--- src/rtl/acl2_sample_hex_formatter.sv ---
// acl2_sample_hex_formatter: turns ACL2 sample vectors into "X=hhhh Y=hhhh Z=hhhh T=hhhh\r\n" byte streams
module acl2_sample_hex_formatter #(
  parameter int unsigned parm_decimate      = 1,
  parameter bit          parm_hex_uppercase = 1'b1
) (
  input  logic        i_clk_20mhz,
  input  logic        i_rstn_20mhz,
  input  logic        i_enable,
  input  logic [63:0] i_data_3axis_temp,
  input  logic        i_data_valid,
  output logic [7:0]  o_tx_data,
  output logic        o_tx_valid,
  input  logic        i_tx_ready,
  output logic        o_busy,
  output logic [7:0]  o_drop_count
);
  typedef enum logic [1:0] {ST_IDLE, ST_LOAD, ST_SEND} state_t;
  localparam logic [7:0] DEC_LAST = 8'(parm_decimate - 1);
  state_t      state_q;
  logic [7:0]  dec_q, dec_d;
  logic        pend_q;
  logic [63:0] pend_buf_q, work_q;
  logic [4:0]  idx_q;
  logic [7:0]  tx_data_q, drop_q;
  logic        tx_valid_q;
  logic        strobe_s, accept_s, consume_s;
  logic [1:0]  fld_s;
  logic [4:0]  off_s;
  logic [2:0]  pos_s;
  logic [15:0] word_s;
  logic [3:0]  nib_s;
  logic [7:0]  hex_s, letter_s, char_s;
  // Decimation: strobes while enabled advance the counter, only slot 0 is accepted.
  always_comb begin
    strobe_s  = i_data_valid & i_enable;
    accept_s  = strobe_s & (dec_q == 8'd0);
    consume_s = (state_q == ST_IDLE) & pend_q;
    dec_d     = !strobe_s ? dec_q : (dec_q >= DEC_LAST) ? 8'd0 : dec_q + 8'd1;
  end
  // Character generator: field/position from index, then nibble-to-ASCII.
  always_comb begin
    fld_s    = (idx_q < 5'd7) ? 2'd0 : (idx_q < 5'd14) ? 2'd1 : (idx_q < 5'd21) ? 2'd2 : 2'd3;
    off_s    = idx_q - 5'(fld_s) * 5'd7;
    pos_s    = off_s[2:0];
    word_s   = (fld_s == 2'd0) ? {work_q[55:48], work_q[63:56]} :
               (fld_s == 2'd1) ? {work_q[39:32], work_q[47:40]} :
               (fld_s == 2'd2) ? {work_q[23:16], work_q[31:24]} :
                                 {work_q[7:0],   work_q[15:8]};
    nib_s    = (pos_s == 3'd2) ? word_s[15:12] :
               (pos_s == 3'd3) ? word_s[11:8]  :
               (pos_s == 3'd4) ? word_s[7:4]   : word_s[3:0];
    hex_s    = (nib_s < 4'd10) ? 8'h30 + {4'h0, nib_s} :
               (parm_hex_uppercase ? 8'h37 : 8'h57) + {4'h0, nib_s};
    letter_s = (fld_s == 2'd0) ? 8'h58 : (fld_s == 2'd1) ? 8'h59 : (fld_s == 2'd2) ? 8'h5A : 8'h54;
    char_s   = (idx_q == 5'd27) ? 8'h0D :
               (idx_q == 5'd28) ? 8'h0A :
               (pos_s == 3'd0)  ? letter_s :
               (pos_s == 3'd1)  ? 8'h3D :
               (pos_s == 3'd6)  ? 8'h20 : hex_s;
  end
  // Input stage: decimation counter, one-deep pending buffer and saturating drop counter.
  always_ff @(posedge i_clk_20mhz or negedge i_rstn_20mhz) begin
    if (!i_rstn_20mhz) begin
      dec_q      <= 8'd0;
      pend_q     <= 1'b0;
      pend_buf_q <= 64'd0;
      drop_q     <= 8'd0;
    end else begin
      dec_q <= dec_d;
      if (accept_s) begin
        pend_buf_q <= i_data_3axis_temp;
        pend_q     <= 1'b1;
        if (pend_q && !consume_s && drop_q != 8'hFF) drop_q <= drop_q + 8'd1;
      end else if (consume_s) begin
        pend_q <= 1'b0;
      end
    end
  end
  // Line emitter: latch a pending sample, then alternate load/send for each of 29 characters.
  always_ff @(posedge i_clk_20mhz or negedge i_rstn_20mhz) begin
    if (!i_rstn_20mhz) begin
      state_q    <= ST_IDLE;
      idx_q      <= 5'd0;
      work_q     <= 64'd0;
      tx_data_q  <= 8'd0;
      tx_valid_q <= 1'b0;
    end else begin
      case (state_q)
        ST_IDLE: begin
          tx_valid_q <= 1'b0;
          if (pend_q) begin
            work_q  <= pend_buf_q;
            idx_q   <= 5'd0;
            state_q <= ST_LOAD;
          end
        end
        ST_LOAD: begin
          tx_data_q  <= char_s;
          tx_valid_q <= 1'b1;
          state_q    <= ST_SEND;
        end
        ST_SEND: begin
          if (i_tx_ready) begin
            tx_valid_q <= 1'b0;
            if (idx_q == 5'd28) state_q <= ST_IDLE;
            else begin
              idx_q   <= idx_q + 5'd1;
              state_q <= ST_LOAD;
            end
          end
        end
        default: state_q <= ST_IDLE;
      endcase
    end
  end
  assign o_tx_data    = tx_data_q;
  assign o_tx_valid   = tx_valid_q;
  assign o_busy       = (state_q != ST_IDLE) | pend_q;
  assign o_drop_count = drop_q;
endmodule

--- config.mk ---
export PLATFORM = sky130hd
export DESIGN_NAME = acl2_sample_hex_formatter
export DESIGN_NICKNAME = d
export VERILOG_FILES = /design/src/rtl/acl2_sample_hex_formatter.sv
export SDC_FILE = /design/constraint.sdc
export NUM_CORES = 1
export LEC_CHECK = 0
export ABC_AREA = 1
export CAP_MARGIN = 25
export CORE_MARGIN = 3
export CORE_UTILIZATION = 50
export CTS_CLUSTER_DIAMETER = 50
export DETAILED_ROUTE_END_ITERATION = 8
export MAX_ROUTING_LAYER = met4
export PLACE_DENSITY = 0.7
export SLEW_MARGIN = 40
export SYNTH_ARGS = -nofsm -noshare
export SYNTH_HDL_FRONTEND = slang
export SYNTH_SLANG_ARGS = --single-unit
--- constraint.sdc ---
create_clock -name i_clk_20mhz -period 4.1 [get_ports i_clk_20mhz]
set_input_delay 0.82 -clock i_clk_20mhz [delete_from_list [all_inputs] [get_ports i_clk_20mhz]]
set_output_delay 0.82 -clock i_clk_20mhz [all_outputs]
set_load 0.1 [all_outputs]
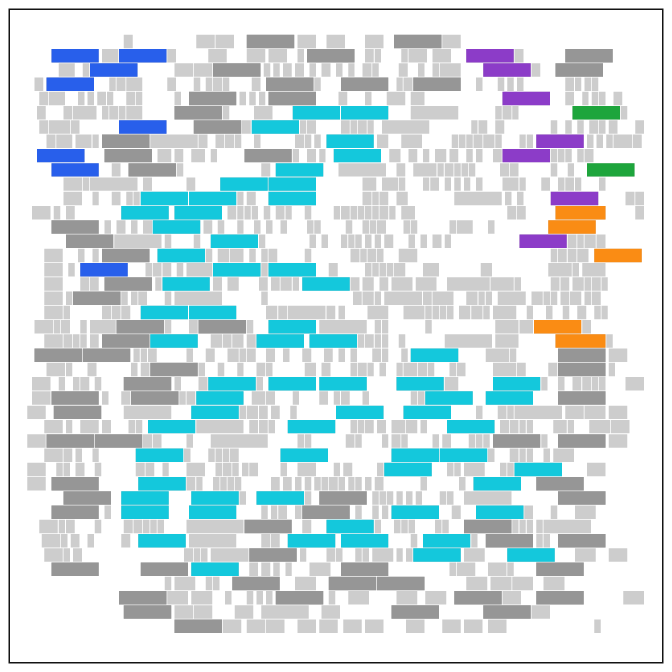
**Above:** run 1 (sequential cells coloured by netlist name).
- cyan: work_q (flops 64)
- purple: o_tx_data (flops 7; where north-east)
- green: state_q (flops 2)
- orange: idx_q (flops 5)
- blue: o_drop_count (flops 8; where north-west)
- not coloured: 66
Layout Utilization: 62.9%
sequential power: 0.00229 W
Sequential cell area: 3810 um^2

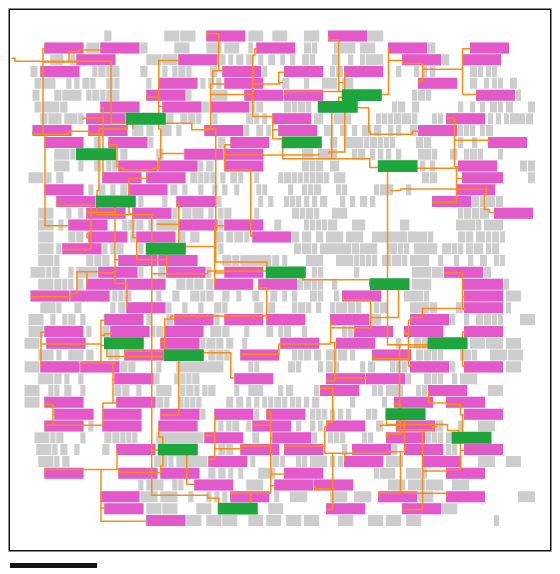
**Above:** run 1 (clock distribution).
Scale bar: 20 um.
- green: clock drivers (count 17)
- orange: clock wires (length 1,850 um)
- magenta: flip-flops (count 152)
- flops lie: widely spread

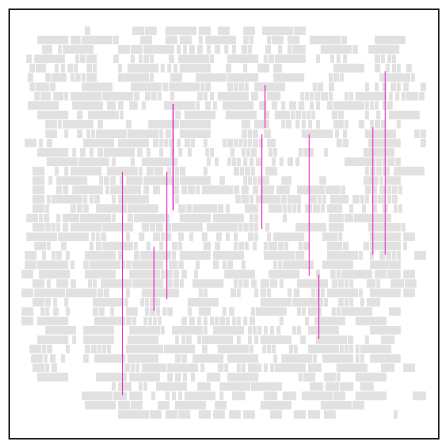
**Above:** run 1 (signal wires on met4).
Cells faint in the background.
- nets with wire on the layer: 7
- longest straight run: 64.6 um
number of vias after detailed routing: 5,422
wirelength, routed: 15,700 um

==> run summary, run 1 <==
The following summarizes the physical implementation.

Global routing
The first global-routing pass estimated 26,600 um of wire. After global routing the overflow that remains totals 0.

Die
The area of the core is ~13,000 um^2. The vertical extent of the die is 124 um. According to the I/O placement log, the pin count is between 80 and 90. The floorplan step set the die width to 124 um. In this run the full chip footprint comes out at 15,500 um^2. The number of placement rows is approximately 42.

Critical path
The critical path endpoint category is a register. Looking at the setup timing report, the critical path kind is register to register. The highest fanout seen on the critical path is 7. The OpenROAD report gives the critical path a required time of roughly 4.4 ns. The report lists the cells along the critical path as inv_1 > o21ai_0 > inv_1 > nand2_1 > nand2_1 > ha_2 > fa_2 > nor2_4 > inv_1 > a21oi_1 > nand2_1 > nand3_1 > nand2_1 > o21ai_1 > ha_1 > inv_1 > nor2_1 > nor2_1 > a31oi_1 > o21ai_1. The largest incremental delay on the critical path is between 0.5 and 0.6 ns. The path depth of the worst reg2reg path is 20.

The arrival time at the worst endpoint is a little over 4 ns. The type of element launching the critical path is a register.

Timing
The relative slew slack is 54.3%. The critical path in the final layout is reported with a setup slack of approximately 0.33 ns. The transition time recorded at the tightest slew-check pin is 0.686 ns.

The number of slew-limit violations in the final report is 0. The final clock period utilization by the worst path is 91.9%. For the finished layout, the period the worst path requires is 3.77 ns.

Synthesis
The commonest register cell is dfrtp_1. In this run the cell area of the synthesized design comes to 7000 um^2. The post-synthesis cell count is 805. For reference, the top cells by count after synthesis are nand2_1 (213), dfrtp_1 (152), inv_1 (74), nor2_1 (72).

The number of flops mapped to enable cells by yosys is 0. The synthesized netlist was found by Yosys to have slightly above 800 cells. Sorting the synthesized cells by area gives the leading types as dfrtp_1 (54%), nand2_1 (11%), inv_1 (4.0%).

The synthesis area per yosys is 7000 um^2. The unique cell type count in the Yosys netlist is 36.

Detailed routing
Wire segments on met2 add up to 7290 um in the final route. In the detailed route, the total length drawn on met3 is 661 um. In this run, the number of DRC markers left after iteration 0 of detailed routing was 492. Nets still carrying antenna violations after routing amount to 0. The script parses the final routing iteration and logs DRC violations as 0.

Outcome
The run finished with clean final reports.

Power
Summed over all cells, the static leakage comes to 4.21 nW.

Clock tree
The clock tree buffer depth is 2. The number of H-tree levels is 4. The root cell of the clock tree is clkbuf_16.

Finish
The growth of design area from synthesis to finish is 21.0%. The antenna diode instance count is 0. The number of filler cells placed in the layout is 1,178. The layout summary lists the proportion of cells stronger than drive strength 1 as 12.3%.

Run
The number of logged tool warnings is 32.

Placement
The post-detailed-placement half-perimeter wirelength is approximately 11,000 um.
-- run 1: cell usage in the layout (no fill, tap or decap), types with 17 or more instances in the layout --
master,netlist,layout
a21oi_1,55,55
buf_2,8,17
clkbuf_16,0,17
clkdlybuf4s50_1,0,67
dfrtp_1,152,150
inv_1,74,74
mux2_2,21,21
nand2_1,213,212
nand3_1,46,46
nor2_1,72,72
o21ai_0,55,55
-- run 1: layer usage --
layer / up-vias / global-route usage, %
met2: 135 / 32.9
li1: 2708 / -
met5: - / -
met3: 25 / 4.25
met4: 0 / 8.12
met1: 2554 / 29.6
-- run 1: cells by family after synthesis --
group,synth area share [%]
simple gates,22.6
flops,54.3
compound gates,9.12
buf+inv,7.29
mux,3.38
fa+ha+maj,2.25
xor+xnor,1.00
other cells,0.0536
-- run 1: worst max-delay path: cells and delay by family, from the launching register on --
kind | cells | cell delay (ns)
flip-flops | 1 | 0.42
buffers and inverters | 4 | 0.38
AND/OR/NAND/NOR | 8 | 0.88
AND-OR/OR-AND | 5 | 0.81
adder cells (fa/ha/maj) | 3 | 1.15
-- run 1: cell type report --
cell class	instances	area [um^2]	area share (%)
clock buffers	20	457	5.39
clock inverters	12	125	1.48
inverters	83	317	3.74
multi-input cells	535	2700	31.9
flip-flops and latches	152	3810	44.9
well taps	176	220	2.60
repair buffers	92	845	9.97
-- run 1: worst max path at each step --
stage                     slack, ns  depth (start not counted)           end
after CTS                      0.20                         20  o_tx_data[6]
after global routing           0.03                         20  o_tx_data[6]
after detailed placement       0.22                         20  o_tx_data[6]
after global placement         0.47                         20  o_tx_data[6]
final                          0.33                         20  o_tx_data[6]
after floorplan                0.60                         21  o_tx_data[6]
-- run 1: where the power goes --
group	internal (W)	leakage, nW	total, W	switching, W
Combinational	0.000663	2.14	0.00226	0.00160
Sequential	0.00201	1.79	0.00229	0.000288
Clock	0.000924	0.282	0.00154	0.000612
Total	0.00359	4.21	0.00609	0.00250
-- run 1: per-stage QoR --
step / cell area (um^2) / hold slack (ns) / instances
6_report: 8470 / 0.400 / 1070
2_1_floorplan: 7000 / 0.442 / 805
4_1_cts: 8460 / 0.433 / 1070
5_1_grt: 8470 / 0.463 / 1070
3_3_place_gp: 7960 / 0.460 / 1038
3_5_place_dp: 7880 / 0.459 / 1038
-- run 1: sequential cells by signal, indices dropped and copies added (netlist names) --
name / cells
pend_buf_q: 64
work_q: 64
o_drop_count: 8
o_tx_data: 7
idx_q: 5
state_q: 2
o_tx_valid: 1
pend_q: 1
-- run 1: timing repair --
| item | in CTS | in global routing |
|---|---|---|
| hold buffers | 0 | 0 |
| gates resized | 0 | 4 |
| endpoints found under the setup margin | 0 | 4 |
==> run 2: changes to the inputs <==
--- a/config.mk
+++ b/config.mk
@@ -7,10 +7,12 @@
 export LEC_CHECK = 0
 export ABC_AREA = 1
 export CAP_MARGIN = 25
+export CORE_ASPECT_RATIO = 0.7
 export CORE_MARGIN = 3
 export CORE_UTILIZATION = 50
 export CTS_CLUSTER_DIAMETER = 50
 export DETAILED_ROUTE_END_ITERATION = 8
+export HOLD_SLACK_MARGIN = 0.03
 export MAX_ROUTING_LAYER = met4
 export PLACE_DENSITY = 0.7
 export SLEW_MARGIN = 40
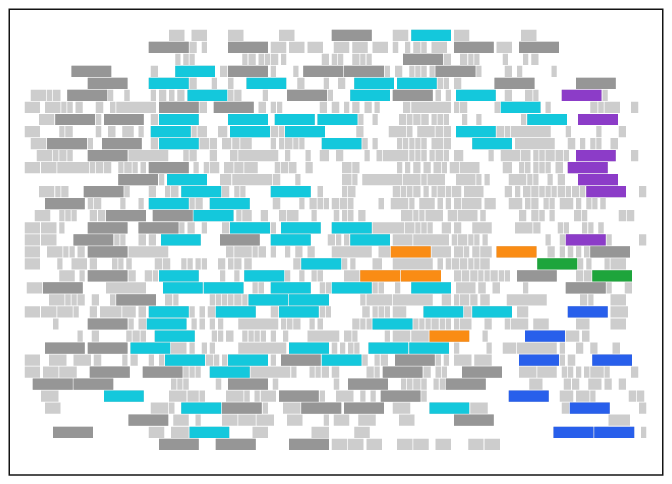
**Above:** run 2 (sequential cells coloured by netlist name).
- blue: o_drop_count (flops 8; where south-east)
- orange: idx_q (flops 5)
- green: state_q (flops 2)
- purple: o_tx_data (flops 7)
- cyan: work_q (flops 64)
- not coloured: 66

==> run summary, run 2 <==
The following summarizes the physical implementation.

Synthesis
The commonest cells after synthesis are nand2_1 (213), dfrtp_1 (152), inv_1 (74), nor2_1 (72). Yosys attributes the largest share of cell area to dfrtp_1 (54%), nand2_1 (11%), inv_1 (4.0%). The post-synthesis cell count is between 800 and 900.

The unique cell type count in the Yosys netlist is 36. The synthesis area per yosys is 7000 um^2. The number of flops mapped to enable cells by yosys is 0.

The most frequently used flop master after synthesis is dfrtp_1.

Detailed routing
Per the log, the first TritonRoute iteration ended with a DRC count of about 640. In the post-route report, total wirelength is listed as 16,200 um. The routed layout has 5,517 vias.

Critical path
The largest incremental delay on the critical path is 0.56 ns. The critical path contains buffers and inverters numbering 3 combined. Per STA, the worst path is made up of nand2_1 > o21ai_0 > inv_1 > nand2_1 > nand2_1 > ha_1 > fa_2 > nor2_4 > inv_1 > a21oi_1 > nand2_1 > nand3_1 > nand2_1 > o21ai_1 > ha_1 > inv_1 > nor2_1 > nor2_1 > a31oi_1 > o21ai_1. On the critical path the data arrives at 4.21 ns. The critical path maximum fanout is 8. The worst setup path is launched from a register.

Run
In this run the tools logged warnings totalling 32.

Finish
The growth of design area from synthesis to finish is 21.4%. The logic area is 2700 um^2. The number of filler cells placed in the layout is 1,094. The library cell used most frequently in the layout, excluding fill and tap cells, is nand2_1.

Global routing
Summed over all layers, the global routing overflow is 0. The global-route wire length before repair is 27,300 um.

Power
The leakage power figure is 4.23 nW.

Timing
Counting I/O delays and the setup requirement, the final critical path takes around 3.9 ns. The final clock period utilization by the worst path is 95.3%. Max-slew check failures listed in the final report amount to 0.

Measured against its own limit, the worst slew margin works out to 53.1%.

Die
The area of the core is 13,400 um^2. The number of placement rows is 35. The chip area is 15,500 um^2.

Outcome
The run finished with clean final reports.

Clock tree
The root cell of the clock tree is clkbuf_16.
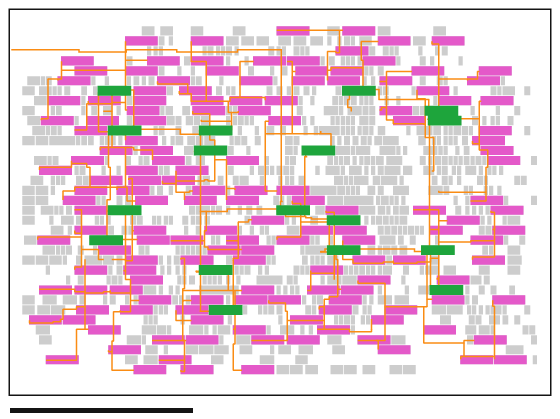
**Above:** run 2 (clock distribution).
Scale bar: 50 um.
- orange: clock wires (length 1,890 um)
- green: clock drivers (count 17)
- magenta: flip-flops (count 152)
- flops lie: widely spread

## run 2: cell counts after synthesis
No cell type changed its count.
## run 2: cells by family (layout without fill, tap and decap cells)
group | count (synthesis) | after routing | synth area share (%)
simple gates | 368 | 368 | 22.6
flops | 152 | 152 | 54.3
compound gates | 125 | 125 | 9.12
buf+inv | 118 | 207 | 7.29
mux | 21 | 21 | 3.38
fa+ha+maj | 12 | 12 | 2.25
xor+xnor | 8 | 8 | 1.00
other cells | 1 | 1 | 0.0536
## run 2: layer usage
metal	part of all wire, %	up-vias	track usage, %
met5	0	-	-
met3	6.3	29	4.72
met4	1.6	0	7.38
met2	45	184	34.1
met1	47	2604	31.2
li1	-	2700	-
## run 2: power by group
part	internal (W)	switching, W	leakage, nW	total (W)
registers	0.00200	0.000282	1.79	0.00229
clock network	0.000881	0.000692	0.285	0.00157
logic	0.000663	0.00163	2.15	0.00229
## run 2: metrics by stage
step	power (W)	instance area [um^2]	util (%)	std cells
after floorplan	0.00398	7000	-	805
after global placement	0.00452	7980	59.5	1047
after detailed placement	0.00456	7890	58.9	1047
after CTS	0.00617	8490	63.3	1079
after global routing	0.00658	8500	63.4	1079
final	0.00615	8500	63.4	1079
## run 2: final timing paths
kind | start | endpoint | slack, ns | cells past startpoint
setup reg to reg | idx_q[2] | o_tx_data[6] | 0.19 | 20
hold / removal | i_rstn_20mhz | o_drop_count[3] | 0.43 | 1
min in group i_clk_20mhz | o_tx_valid | o_tx_valid | 0.47 | 2
hold reg to reg | o_tx_valid | o_tx_valid | 0.47 | 2
setup / recovery | idx_q[2] | o_tx_data[6] | 0.19 | 20
max in group asynchronous | i_rstn_20mhz | work_q[61] | 2.81 | 2
## run 2: final cells by class
type / count / area share (%)
clock buffer: 18 / 5.17
clock inverter: 14 / 1.85
timing repair buffer: 92 / 9.97
inverter: 83 / 3.72
sequential: 152 / 44.8
tap: 185 / 2.72
multi-input combinational: 535 / 31.8
No activity file was given, so power comes from the tool's default toggle rates.
